Figure 1. Pin placement (run 1).
Pins as bars across the die edge, other pins in grey.
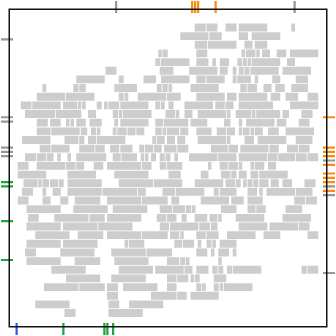
Figure 2. Clock routing (run 1).
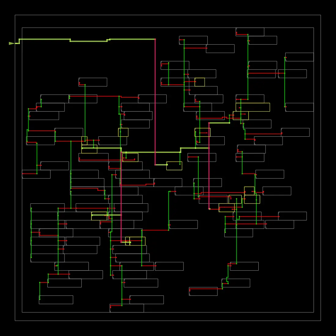
Figure 3. Signal wires by layer (run 1).
Scale bar: 20 um.
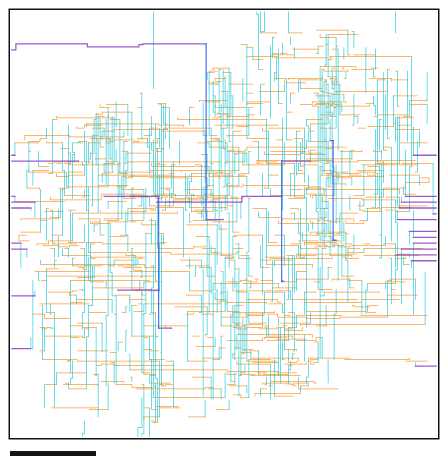
==> config.mk <==
export PLATFORM = sky130hd
export DESIGN_NAME = iso_tx_engine
export DESIGN_NICKNAME = d
export VERILOG_FILES = /design/src/rtl/iso_tx_pkg.sv /design/src/rtl/iso_tx_fifo.sv /design/src/rtl/iso_tx_engine.sv
export SDC_FILE = /design/constraint.sdc
export NUM_CORES = 1
export LEC_CHECK = 0
export ABC_CLOCK_PERIOD_IN_PS = 2600
export CAP_MARGIN = 20
export CORE_MARGIN = 2
export CORE_UTILIZATION = 45
export DETAILED_ROUTE_END_ITERATION = 10
export PLACE_DENSITY = 0.71
export SLEW_MARGIN = 15
export SYNTH_ARGS = -nofsm -noshare
export SYNTH_HDL_FRONTEND = slang
export SYNTH_SLANG_ARGS = --single-unit
export TNS_END_PERCENT = 30
==> constraint.sdc <==
create_clock -name clk -period 2.6 [get_ports clk]
set_clock_uncertainty 0.1 [all_clocks]
set_input_delay 0.26 -clock clk [delete_from_list [all_inputs] [get_ports clk]]
set_output_delay 0.26 -clock clk [all_outputs]
set_load 0.01 [all_outputs]
==> src/rtl/iso_tx_pkg.sv <==
// iso_tx_pkg: shared FSM state type, width helper and ETU sample point for the ISO 7816-3 transmitter
package iso_tx_pkg;

   typedef enum logic [2:0] {IDLE, START, DATA, PARITY, STOP, ERRWAIT} state_t;

   // The error signal is sampled at (clocksPerBit+1) >> SAMPLE_SHIFT, i.e. mid-ETU
   localparam int SAMPLE_SHIFT = 1;

   function automatic int clog2w(input int n);
      return n > 1 ? $clog2(n) : 1;
   endfunction

endpackage

==> src/rtl/iso_tx_fifo.sv <==
// iso_tx_fifo: synchronous FIFO with registered full/empty and an occupancy counter one bit wider than the pointers
module iso_tx_fifo
   import iso_tx_pkg::*;
#(
   parameter int DATA_WIDTH = 8,
   parameter int FIFO_DEPTH = 4
) (
   input  logic                               clk,
   input  logic                               nReset,
   input  logic                               push,
   input  logic                               pop,
   input  logic [DATA_WIDTH-1:0]              data,
   output logic [DATA_WIDTH-1:0]              head,
   output logic                               full,
   output logic                               empty,
   output logic [clog2w(FIFO_DEPTH):0]        level
);
   localparam int AW = clog2w(FIFO_DEPTH);

   logic [DATA_WIDTH-1:0] mem [FIFO_DEPTH];
   logic [AW-1:0] wr, rd;
   logic [AW:0] nxt;
   logic push_ok, pop_ok;

   // A push into a full FIFO is refused even when a pop happens in the same cycle
   assign push_ok = push && !full;
   assign pop_ok  = pop && !empty;
   assign nxt     = level + (AW+1)'(push_ok) - (AW+1)'(pop_ok);
   assign head    = mem[rd];

   // Storage array, no reset needed: validity is tracked by the pointers
   always_ff @(posedge clk)
      if (push_ok) mem[wr] <= data;

   // Pointers wrap modulo the power-of-two depth; flags are registered from the next occupancy
   always_ff @(posedge clk or negedge nReset)
      if (!nReset) begin
         wr    <= '0;
         rd    <= '0;
         level <= '0;
         full  <= 1'b0;
         empty <= 1'b1;
      end else begin
         wr    <= wr + AW'(push_ok);
         rd    <= rd + AW'(pop_ok);
         level <= nxt;
         full  <= nxt == (AW+1)'(FIFO_DEPTH);
         empty <= nxt == '0;
      end

endmodule

==> src/rtl/iso_tx_engine.sv <==
// iso_tx_engine: ISO 7816-3 character transmitter; T=0 error signal and retries when ISO_TX_ERROR_SIGNAL_EN is defined
module iso_tx_engine
   import iso_tx_pkg::*;
#(
   parameter int DATA_WIDTH    = 8,
   parameter int DIVIDER_WIDTH = 13,
   parameter int FIFO_DEPTH    = 4,
   parameter int MAX_RETRIES   = 3
) (
   input  logic                     clk,
   input  logic                     nReset,
   input  logic [DATA_WIDTH-1:0]    dataIn,
   input  logic                     loadDataIn,
   input  logic [DIVIDER_WIDTH-1:0] clocksPerBit,
   input  logic                     stopBit2,
   input  logic                     oddParity,
   input  logic                     msbFirst,
   input  logic                     serialIn,
   output logic                     serialOut,
   output logic                     run,
   output logic                     full,
   output logic                     empty,
   output logic                     stopBits,
   output logic                     txError
);
   localparam int AW = clog2w(FIFO_DEPTH);
   localparam int BW = clog2w(DATA_WIDTH);
   localparam int RW = clog2w(MAX_RETRIES + 1);

   state_t state;
   logic [DIVIDER_WIDTH-1:0] cnt, cpb;
   logic [BW-1:0] bit_cnt;
   logic [DATA_WIDTH-1:0] sh, head;
   logic [AW:0] level;
   logic par, stop2, odd, msb, etu_end, pop, next_busy, begin_new, err_any;

   iso_tx_fifo #(.DATA_WIDTH(DATA_WIDTH), .FIFO_DEPTH(FIFO_DEPTH)) u_fifo (
      .clk(clk), .nReset(nReset), .push(loadDataIn), .pop(pop), .data(dataIn),
      .head(head), .full(full), .empty(empty), .level(level)
   );

   assign etu_end   = cnt == cpb;
   // After a pop the FIFO still holds a character if more than one was queued or one lands this cycle
   assign next_busy = level > (AW+1)'(1) || (loadDataIn && !full);
   assign begin_new = (state == IDLE && !empty) || (pop && next_busy);

`ifdef ISO_TX_ERROR_SIGNAL_EN
   logic err, err_hit;
   logic [RW-1:0] retry;
   assign err_hit = state == STOP && bit_cnt == '0 && !serialIn &&
                    {1'b0, cnt} == (({1'b0, cpb} + 1'b1) >> SAMPLE_SHIFT);
   assign err_any = err || err_hit;
   assign pop = (state == STOP && etu_end && bit_cnt == BW'(stop2) && !err_any) ||
                (state == ERRWAIT && etu_end && bit_cnt == BW'(1) && retry == RW'(MAX_RETRIES));
`else
   logic unused_serial;
   assign unused_serial = serialIn;
   assign err_any = 1'b0;
   assign txError = 1'b0;
   assign pop     = state == STOP && etu_end && bit_cnt == BW'(stop2);
`endif

   // Frame settings freeze when a new character begins; repeats keep the original settings
   always_ff @(posedge clk or negedge nReset)
      if (!nReset) begin
         cpb   <= '0;
         stop2 <= 1'b0;
         odd   <= 1'b0;
         msb   <= 1'b0;
      end else if (begin_new) begin
         cpb   <= clocksPerBit;
         stop2 <= stopBit2;
         odd   <= oddParity;
         msb   <= msbFirst;
      end

   // Frame sequencer: each state lasts whole ETUs, line drive and status are registered
   always_ff @(posedge clk or negedge nReset)
      if (!nReset) begin
         state     <= IDLE;
         serialOut <= 1'b1;
         run       <= 1'b0;
         stopBits  <= 1'b0;
         cnt       <= '0;
         bit_cnt   <= '0;
         sh        <= '0;
         par       <= 1'b0;
`ifdef ISO_TX_ERROR_SIGNAL_EN
         err       <= 1'b0;
         retry     <= '0;
         txError   <= 1'b0;
`endif
      end else begin
         cnt <= (state == IDLE || etu_end) ? '0 : cnt + 1'b1;
`ifdef ISO_TX_ERROR_SIGNAL_EN
         txError <= 1'b0;
`endif
         case (state)
            IDLE: if (!empty) begin
               state     <= START;
               serialOut <= 1'b0;
               run       <= 1'b1;
            end
            START: if (etu_end) begin
               state     <= DATA;
               bit_cnt   <= '0;
               serialOut <= msb ? head[DATA_WIDTH-1] : head[0];
               sh        <= msb ? head << 1 : head >> 1;
               par       <= ^head ^ odd;
            end
            DATA: if (etu_end) begin
               if (bit_cnt == BW'(DATA_WIDTH - 1)) begin
                  state     <= PARITY;
                  serialOut <= par;
               end else begin
                  bit_cnt   <= bit_cnt + 1'b1;
                  serialOut <= msb ? sh[DATA_WIDTH-1] : sh[0];
                  sh        <= msb ? sh << 1 : sh >> 1;
               end
            end
            PARITY: if (etu_end) begin
               state     <= STOP;
               serialOut <= 1'b1;
               stopBits  <= 1'b1;
               bit_cnt   <= '0;
`ifdef ISO_TX_ERROR_SIGNAL_EN
               err       <= 1'b0;
`endif
            end
            STOP: begin
`ifdef ISO_TX_ERROR_SIGNAL_EN
               if (err_hit) err <= 1'b1;
`endif
               if (etu_end) begin
                  bit_cnt <= bit_cnt + 1'b1;
                  if (err_any) begin
                     state    <= ERRWAIT;
                     stopBits <= 1'b0;
                     bit_cnt  <= '0;
                  end
               end
            end
`ifdef ISO_TX_ERROR_SIGNAL_EN
            ERRWAIT: if (etu_end) begin
               bit_cnt <= bit_cnt + 1'b1;
               if (bit_cnt == BW'(1)) begin
                  if (retry < RW'(MAX_RETRIES)) begin
                     retry     <= retry + 1'b1;
                     state     <= START;
                     serialOut <= 1'b0;
                  end else txError <= 1'b1;
               end
            end
`endif
            default: state <= IDLE;
         endcase
         if (pop) begin
            state     <= next_busy ? START : IDLE;
            serialOut <= !next_busy;
            run       <= next_busy;
            stopBits  <= 1'b0;
`ifdef ISO_TX_ERROR_SIGNAL_EN
            retry     <= '0;
`endif
         end
      end

endmodule

==> impl_results.rst, run 1 <==
Implementation results
======================

.. list-table::
   :header-rows: 1

   * - Metric
     - Value
   * - Num rows
     - 34
   * - Initial core utilization
     - 46.67%
   * - Worst Setup End Kind
     - flop
   * - Final cell count without fillers
     - 484
   * - Sequential fraction of design power
     - 44.4%
   * - Number of ordinary inverters in the final layout
     - 10
   * - Routed met2 length
     - 3706 um
   * - Global-route usage over all layers
     - 16.35%
   * - Cell count listed in synth_stat.txt
     - 307
   * - Fraction of final layout cells with drive strength greater than 1
     - 27.39%
   * - Slowest cell on the critical path
     - sky130_fd_sc_hd__fa_2
   * - Aggregate global routing overflow
     - 0
   * - DR pass1 iterations
     - 4
   * - Worst Hold Class
     - in2async
   * - # setup viols final
     - 3
   * - First-pass GRT wire length
     - 12460 um
   * - Met3 WL
     - 241 um
   * - Clock latency on the worst-skew pair
     - 0.35 ns
   * - Final design utilization
     - 56.62%
   * - Chip Area
     - 0.009867 mm2
   * - Most frequent cells in the layout
     - sky130_fd_sc_hd__dfrtp_1 (54), sky130_fd_sc_hd__buf_4 (32), sky130_fd_sc_hd__edfxtp_1 (32)
   * - Global routing met2 resource utilization
     - 28.43%
   * - Run status
     - complete, but fails checks
   * - Commonest Layout Cell
     - sky130_fd_sc_hd__dfrtp_1
   * - Max Freq
     - 0.3649 GHz
   * - Stage-log warning count
     - 30
   * - Tap cell count
     - 108
   * - Count of non-CTS buffers in the layout
     - 65
   * - Summed instance area of the synthesized netlist
     - 0.004090 mm2
   * - Antenna violations before repair
     - 0
   * - Net count after synthesis
     - 342
   * - End point of the critical path
     - u_fifo.full
   * - Number of buffer and inverter instances along the worst setup path
     - 2
   * - Total of fill cells in the finished design
     - 716
   * - Worst-margin pin slew
     - 0.9641 ns
   * - Area share of and/or/nand/nor cells after synthesis
     - 10.28%
   * - Depth of the critical timing path with buffers and inverters included
     - 11
   * - Flip-flop count of the largest register after layout
     - 32
   * - Count of clock buffers in the final design
     - 9
   * - Fraction of area in registers
     - 47.66%
   * - Largest cell class
     - sequential cells
   * - Mux contribution to synthesized area
     - 13.98%
   * - Mean cell area of the mapped netlist
     - 13.32 um2
   * - Flop+latch power
     - 1.95 mW
   * - Count of library flops with an enable pin
     - 32
   * - Register-to-register path setup slack
     - -0.14 ns
   * - Post-Synthesis Cells
     - 307
   * - Most flop-heavy register
     - u_fifo.mem
   * - Count of inserted antenna diode cells
     - 0
   * - Number of synthesis warnings
     - 0
   * - Switching Fraction
     - 31.80%
   * - Design Power
     - 4.401 mW
   * - Vias per inst
     - 5.091
   * - CP peak stage delay
     - 0.52 ns
   * - Maximum fanout encountered on the critical timing path
     - 3
   * - Highest routing layer actually used
     - met4
   * - Failing checks
     - setup timing
   * - LEAKAGE
     - 2.055 nW
   * - Worst vdd rail ir drop
     - 0.0004788 V
   * - Dominant combinational cell family by area after synthesis
     - multiplexers
   * - CP cell instances
     - xnor2_2 -> nand4_1 -> nor4_4 -> nand4_4 -> nor2_4 -> xor2_1 -> ha_1 -> inv_1 -> fa_2 -> inv_1 -> nor3b_2
   * - Combinational share of cell area
     - 33.23%
   * - NetSw
     - 1.400 mW
   * - Combinational group share of total power
     - 33.5%
   * - # hold bufs at CTS
     - 1
   * - Vias in the first global route
     - 2685
   * - Final GP Congestion
     - 0.7709
   * - Count of cell types in the netlist
     - 46
   * - Total negative slack
     - -0.2799 ns
   * - Complex Gates by Area
     - 4.252%
   * - Total Nets Final
     - 406
   * - Dominant cell type by count on the critical path
     - sky130_fd_sc_hd__inv_1
   * - Signal buffers share of area
     - 11.60%
   * - Layout clock area frac
     - 4.034%
   * - Power in combinational cells
     - 1.48 mW
   * - Register area share after synthesis
     - 57.82%
   * - Flops out of synthesis
     - 88
   * - Final worst setup slack
     - -0.1408 ns
   * - Count leader, synth
     - sky130_fd_sc_hd__dfrtp_1
   * - Dpl ws
     - -0.1851 ns
   * - Worst path required time
     - 2.78 ns
   * - Critical path origin
     - cnt[9]
   * - Worst reg2reg endpoint
     - u_fifo.full
   * - HPWL Detailed
     - 5194 um
   * - Startpoint of the worst register-to-register path
     - cnt[9]
   * - Width of the chip
     - 99.34 um
   * - Signal arrival time at the worst endpoint
     - 2.92 ns
   * - Tally of buffers added on design ports
     - 31
   * - Post-synthesis async set-or-reset flop share
     - 63.64%
   * - Count of cells along the worst register-to-register path
     - 11
   * - Area share of the largest cell type after synthesis
     - 33.04%
   * - Largest area contributor in the synthesized netlist
     - sky130_fd_sc_hd__dfrtp_1
   * - Largest registers
     - u_fifo.mem (32), cnt (13), cpb (13)
   * - Placed standard-cell area
     - 0.004715 mm2
   * - Wl on met1
     - 3324 um
   * - GRT busiest layer
     - met2
   * - Met3 layer usage reported by global route
     - 4.216%
   * - MI comb cells
     - 197
   * - Fraction of met1 tracks used by global routing
     - 20.00%
   * - Antenna-violating nets left
     - 0
   * - Sequential cell area in the final layout
     - 0.002365 mm2
   * - CTS HTree Levels
     - 3
   * - Crit path time final
     - 2.741 ns
   * - Power group with the largest share
     - registers
   * - Kind of critical path
     - reg2reg
   * - Area of the multi-input gates
     - 0.001649 mm2
   * - Flop count
     - 88
   * - Growth of design area from synthesis to finish
     - 21.32%
   * - Clock slew seen by the registers of the worst setup and hold paths
     - 0.09 ns
   * - Adder and majority cell fraction of the synthesized area
     - 2.325%
   * - Chip area in the Yosys report
     - 0.004090 mm2
   * - Vertical extent of the die
     - 99.34 um
   * - Overall routed net length
     - 7394 um
   * - Power Dens Cells
     - 886.9 mW/mm2
   * - Setup repair after global routing missed its margin
     - yes
   * - XOR Share, Synth
     - 8.535%
   * - Starting DRC count in detailed routing
     - 68
   * - Crit path launch type
     - flop
   * - Buffer type at the clock tree root
     - sky130_fd_sc_hd__clkbuf_8
   * - Pin count of the biggest net entering global routing
     - 28
   * - Internal power contribution
     - 3.002 mW
   * - Post-CTS setup buffer count
     - 2
   * - Ports
     - 34
Notes on Figure 1 above:
[green] `dataIn` | pins: 8 | direction: input | edge: 4 left, 4 bottom
[orange] `clocksPerBit` | pins: 13 | direction: input | edge: 9 right, 4 top
[blue] `serialIn` | pins: 1 | direction: input | edge: bottom
all pins by edge: 13 right, 10 left, 6 top, 5 bottom

Notes on Figure 2 above:
clock sinks: 88
clock buffer count from CTS: 9
clock group total power: 0.972 mW

Notes on Figure 3 above:
[orange] M1 | wire length: 3320 um
[purple] M3 | wire length: 241 um
[blue] M4 | wire length: 121 um
[cyan] M2 | wire length: 3710 um
average wire per cell in the routed design: 15.28 um
via count: 2464

Figure 4. Routed clock nets over the placement (run 1).
Scale bar: 20 um.
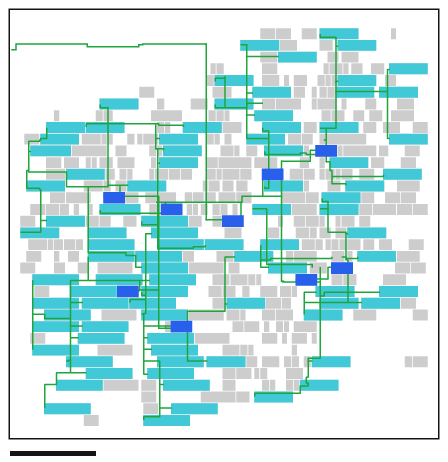

==> run 2, diff against run 1 <==
--- a/config.mk
+++ b/config.mk
@@ -9,8 +9,10 @@
 export CAP_MARGIN = 20
 export CORE_MARGIN = 2
 export CORE_UTILIZATION = 45
+export CTS_BUF_LIST = sky130_fd_sc_hd__clkbuf_2 sky130_fd_sc_hd__clkbuf_4 sky130_fd_sc_hd__clkbuf_8
 export DETAILED_ROUTE_END_ITERATION = 10
-export PLACE_DENSITY = 0.71
+export HOLD_SLACK_MARGIN = 0.03
+export PLACE_DENSITY = 0.77
 export SLEW_MARGIN = 15
 export SYNTH_ARGS = -nofsm -noshare
 export SYNTH_HDL_FRONTEND = slang
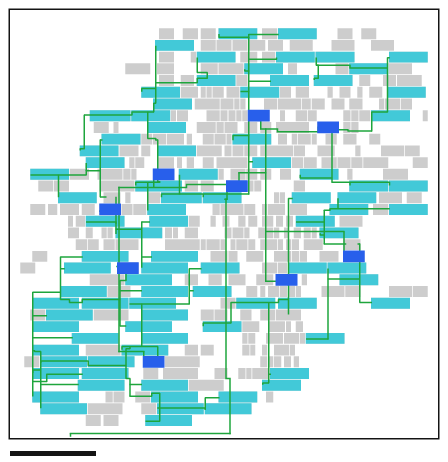
Figure 5: run 2, routed clock nets over the placement.
Scale bar: 20 um.
[blue] clock-net drivers | count: 9
[cyan] flip-flops | count: 88
[green] clock wires | length: 1060 um
flops lie: all over the die

==> impl_results.rst, run 2 <==
Implementation results
======================

.. list-table::
   :header-rows: 1

   * - Metric
     - Value
   * - Run status
     - complete, but fails checks
   * - Failing checks
     - setup timing
   * - Growth of design area from synthesis to finish
     - 22.27%
   * - Area share of the largest cell type after synthesis
     - 33.04%
   * - Total negative slack
     - -0.3458 ns
   * - Num rows
     - 34
   * - GRT busiest layer
     - met2
   * - Register-to-register path setup slack
     - -0.16 ns
   * - Stage-log warning count
     - 30
   * - Total Nets Final
     - 406
   * - Vias per inst
     - 5.169
   * - Buffer type at the clock tree root
     - sky130_fd_sc_hd__clkbuf_8
   * - Fraction of met1 tracks used by global routing
     - 23.34%
   * - Final cell count without fillers
     - 484
   * - Most flop-heavy register
     - u_fifo.mem
   * - DR pass1 iterations
     - 4
   * - Design Power
     - 4.435 mW
   * - Layout clock area frac
     - 3.978%
   * - Pin count of the biggest net entering global routing
     - 57
   * - Worst vdd rail ir drop
     - 0.0004913 V
   * - Sequential fraction of design power
     - 45.3%
   * - Number of synthesis warnings
     - 0
   * - Dpl ws
     - -0.1813 ns
   * - Power Dens Cells
     - 886.7 mW/mm2
   * - Starting DRC count in detailed routing
     - 119
   * - Count leader, synth
     - sky130_fd_sc_hd__dfrtp_1
   * - Initial core utilization
     - 46.67%
   * - Clock latency on the worst-skew pair
     - 0.37 ns
   * - Chip Area
     - 0.009867 mm2
   * - Clock slew seen by the registers of the worst setup and hold paths
     - 0.10 ns
   * - Adder and majority cell fraction of the synthesized area
     - 2.325%
   * - Count of cells along the worst register-to-register path
     - 11
   * - NetSw
     - 1.486 mW
   * - CP peak stage delay
     - 0.52 ns
   * - Net count after synthesis
     - 342
   * - Critical path origin
     - cpb[11]
   * - Flop count
     - 88
   * - Global-route usage over all layers
     - 16.67%
   * - Count of non-CTS buffers in the layout
     - 65
   * - End point of the critical path
     - u_fifo.full
   * - Number of buffer and inverter instances along the worst setup path
     - 2
   * - Switching Fraction
     - 33.50%
   * - Mux contribution to synthesized area
     - 13.98%
   * - XOR Share, Synth
     - 8.535%
   * - Combinational share of cell area
     - 33.78%
   * - Area of the multi-input gates
     - 0.001689 mm2
   * - Internal power contribution
     - 2.949 mW
   * - Worst Setup End Kind
     - flop
   * - Signal buffers share of area
     - 11.51%
   * - Worst reg2reg endpoint
     - u_fifo.full
   * - Largest area contributor in the synthesized netlist
     - sky130_fd_sc_hd__dfrtp_1
   * - Max Freq
     - 0.3617 GHz
   * - Power in combinational cells
     - 1.49 mW
   * - # setup viols final
     - 3
   * - Tally of buffers added on design ports
     - 31
   * - Startpoint of the worst register-to-register path
     - cpb[11]
   * - Wl on met1
     - 3611 um
   * - Area share of and/or/nand/nor cells after synthesis
     - 10.28%
   * - First-pass GRT wire length
     - 12690 um
   * - Most frequent cells in the layout
     - sky130_fd_sc_hd__dfrtp_1 (54), sky130_fd_sc_hd__buf_4 (32), sky130_fd_sc_hd__edfxtp_1 (32)
   * - Slowest cell on the critical path
     - sky130_fd_sc_hd__fa_2
   * - Fraction of area in registers
     - 47.29%
   * - Fraction of final layout cells with drive strength greater than 1
     - 29.79%
   * - HPWL Detailed
     - 5206 um
   * - Clock buffer count from CTS
     - 9
   * - Signal arrival time at the worst endpoint
     - 2.95 ns
   * - Crit path launch type
     - flop
   * - Worst Hold Class
     - reg2reg
   * - Post-CTS setup buffer count
     - 2
   * - Count of cell types in the netlist
     - 46
   * - MI comb cells
     - 197
   * - Clock group total power
     - 0.941 mW
   * - Flops out of synthesis
     - 88
   * - Via count
     - 2502
   * - Setup repair after global routing missed its margin
     - yes
   * - Number of ordinary inverters in the final layout
     - 10
   * - Final GP Congestion
     - 0.7773
   * - Dominant combinational cell family by area after synthesis
     - multiplexers
   * - Flop+latch power
     - 2.01 mW
   * - Average wire per cell in the routed design
     - 15.82 um
   * - Vias in the first global route
     - 2517
   * - Commonest Layout Cell
     - sky130_fd_sc_hd__dfrtp_1
   * - Highest routing layer actually used
     - met4
   * - Tap cell count
     - 108
   * - # hold bufs at CTS
     - 1
   * - Final design utilization
     - 57.07%
   * - Dominant cell type by count on the critical path
     - sky130_fd_sc_hd__inv_2
   * - Depth of the critical timing path with buffers and inverters included
     - 11
   * - Global routing met2 resource utilization
     - 25.73%
   * - Count of clock buffers in the final design
     - 9
   * - Aggregate global routing overflow
     - 0
   * - Cell count listed in synth_stat.txt
     - 307
   * - Worst path required time
     - 2.79 ns
   * - Routed met2 length
     - 3657 um
   * - Overall routed net length
     - 7659 um
   * - Ports
     - 34
   * - Flip-flop count of the largest register after layout
     - 32
   * - Crit path time final
     - 2.765 ns
   * - Register area share after synthesis
     - 57.82%
   * - Total of fill cells in the finished design
     - 691
   * - Final worst setup slack
     - -0.1647 ns
   * - Combinational group share of total power
     - 33.5%
   * - Complex Gates by Area
     - 4.252%
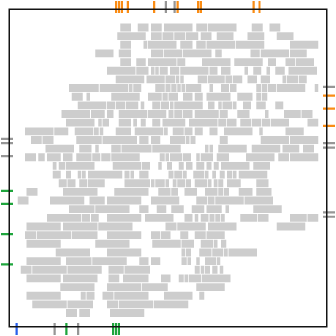
Figure 6: run 2, pin placement.
Pins as bars across the die edge, other pins in grey.
[blue] `serialIn` | pins: 1 | direction: input | edge: bottom
[green] `dataIn` | pins: 8 | direction: input | edge: 4 left, 4 bottom
[orange] `clocksPerBit` | pins: 13 | direction: input | edge: 10 top, 3 right

Power figures rest on the tool's default switching activity, not on a simulated workload.
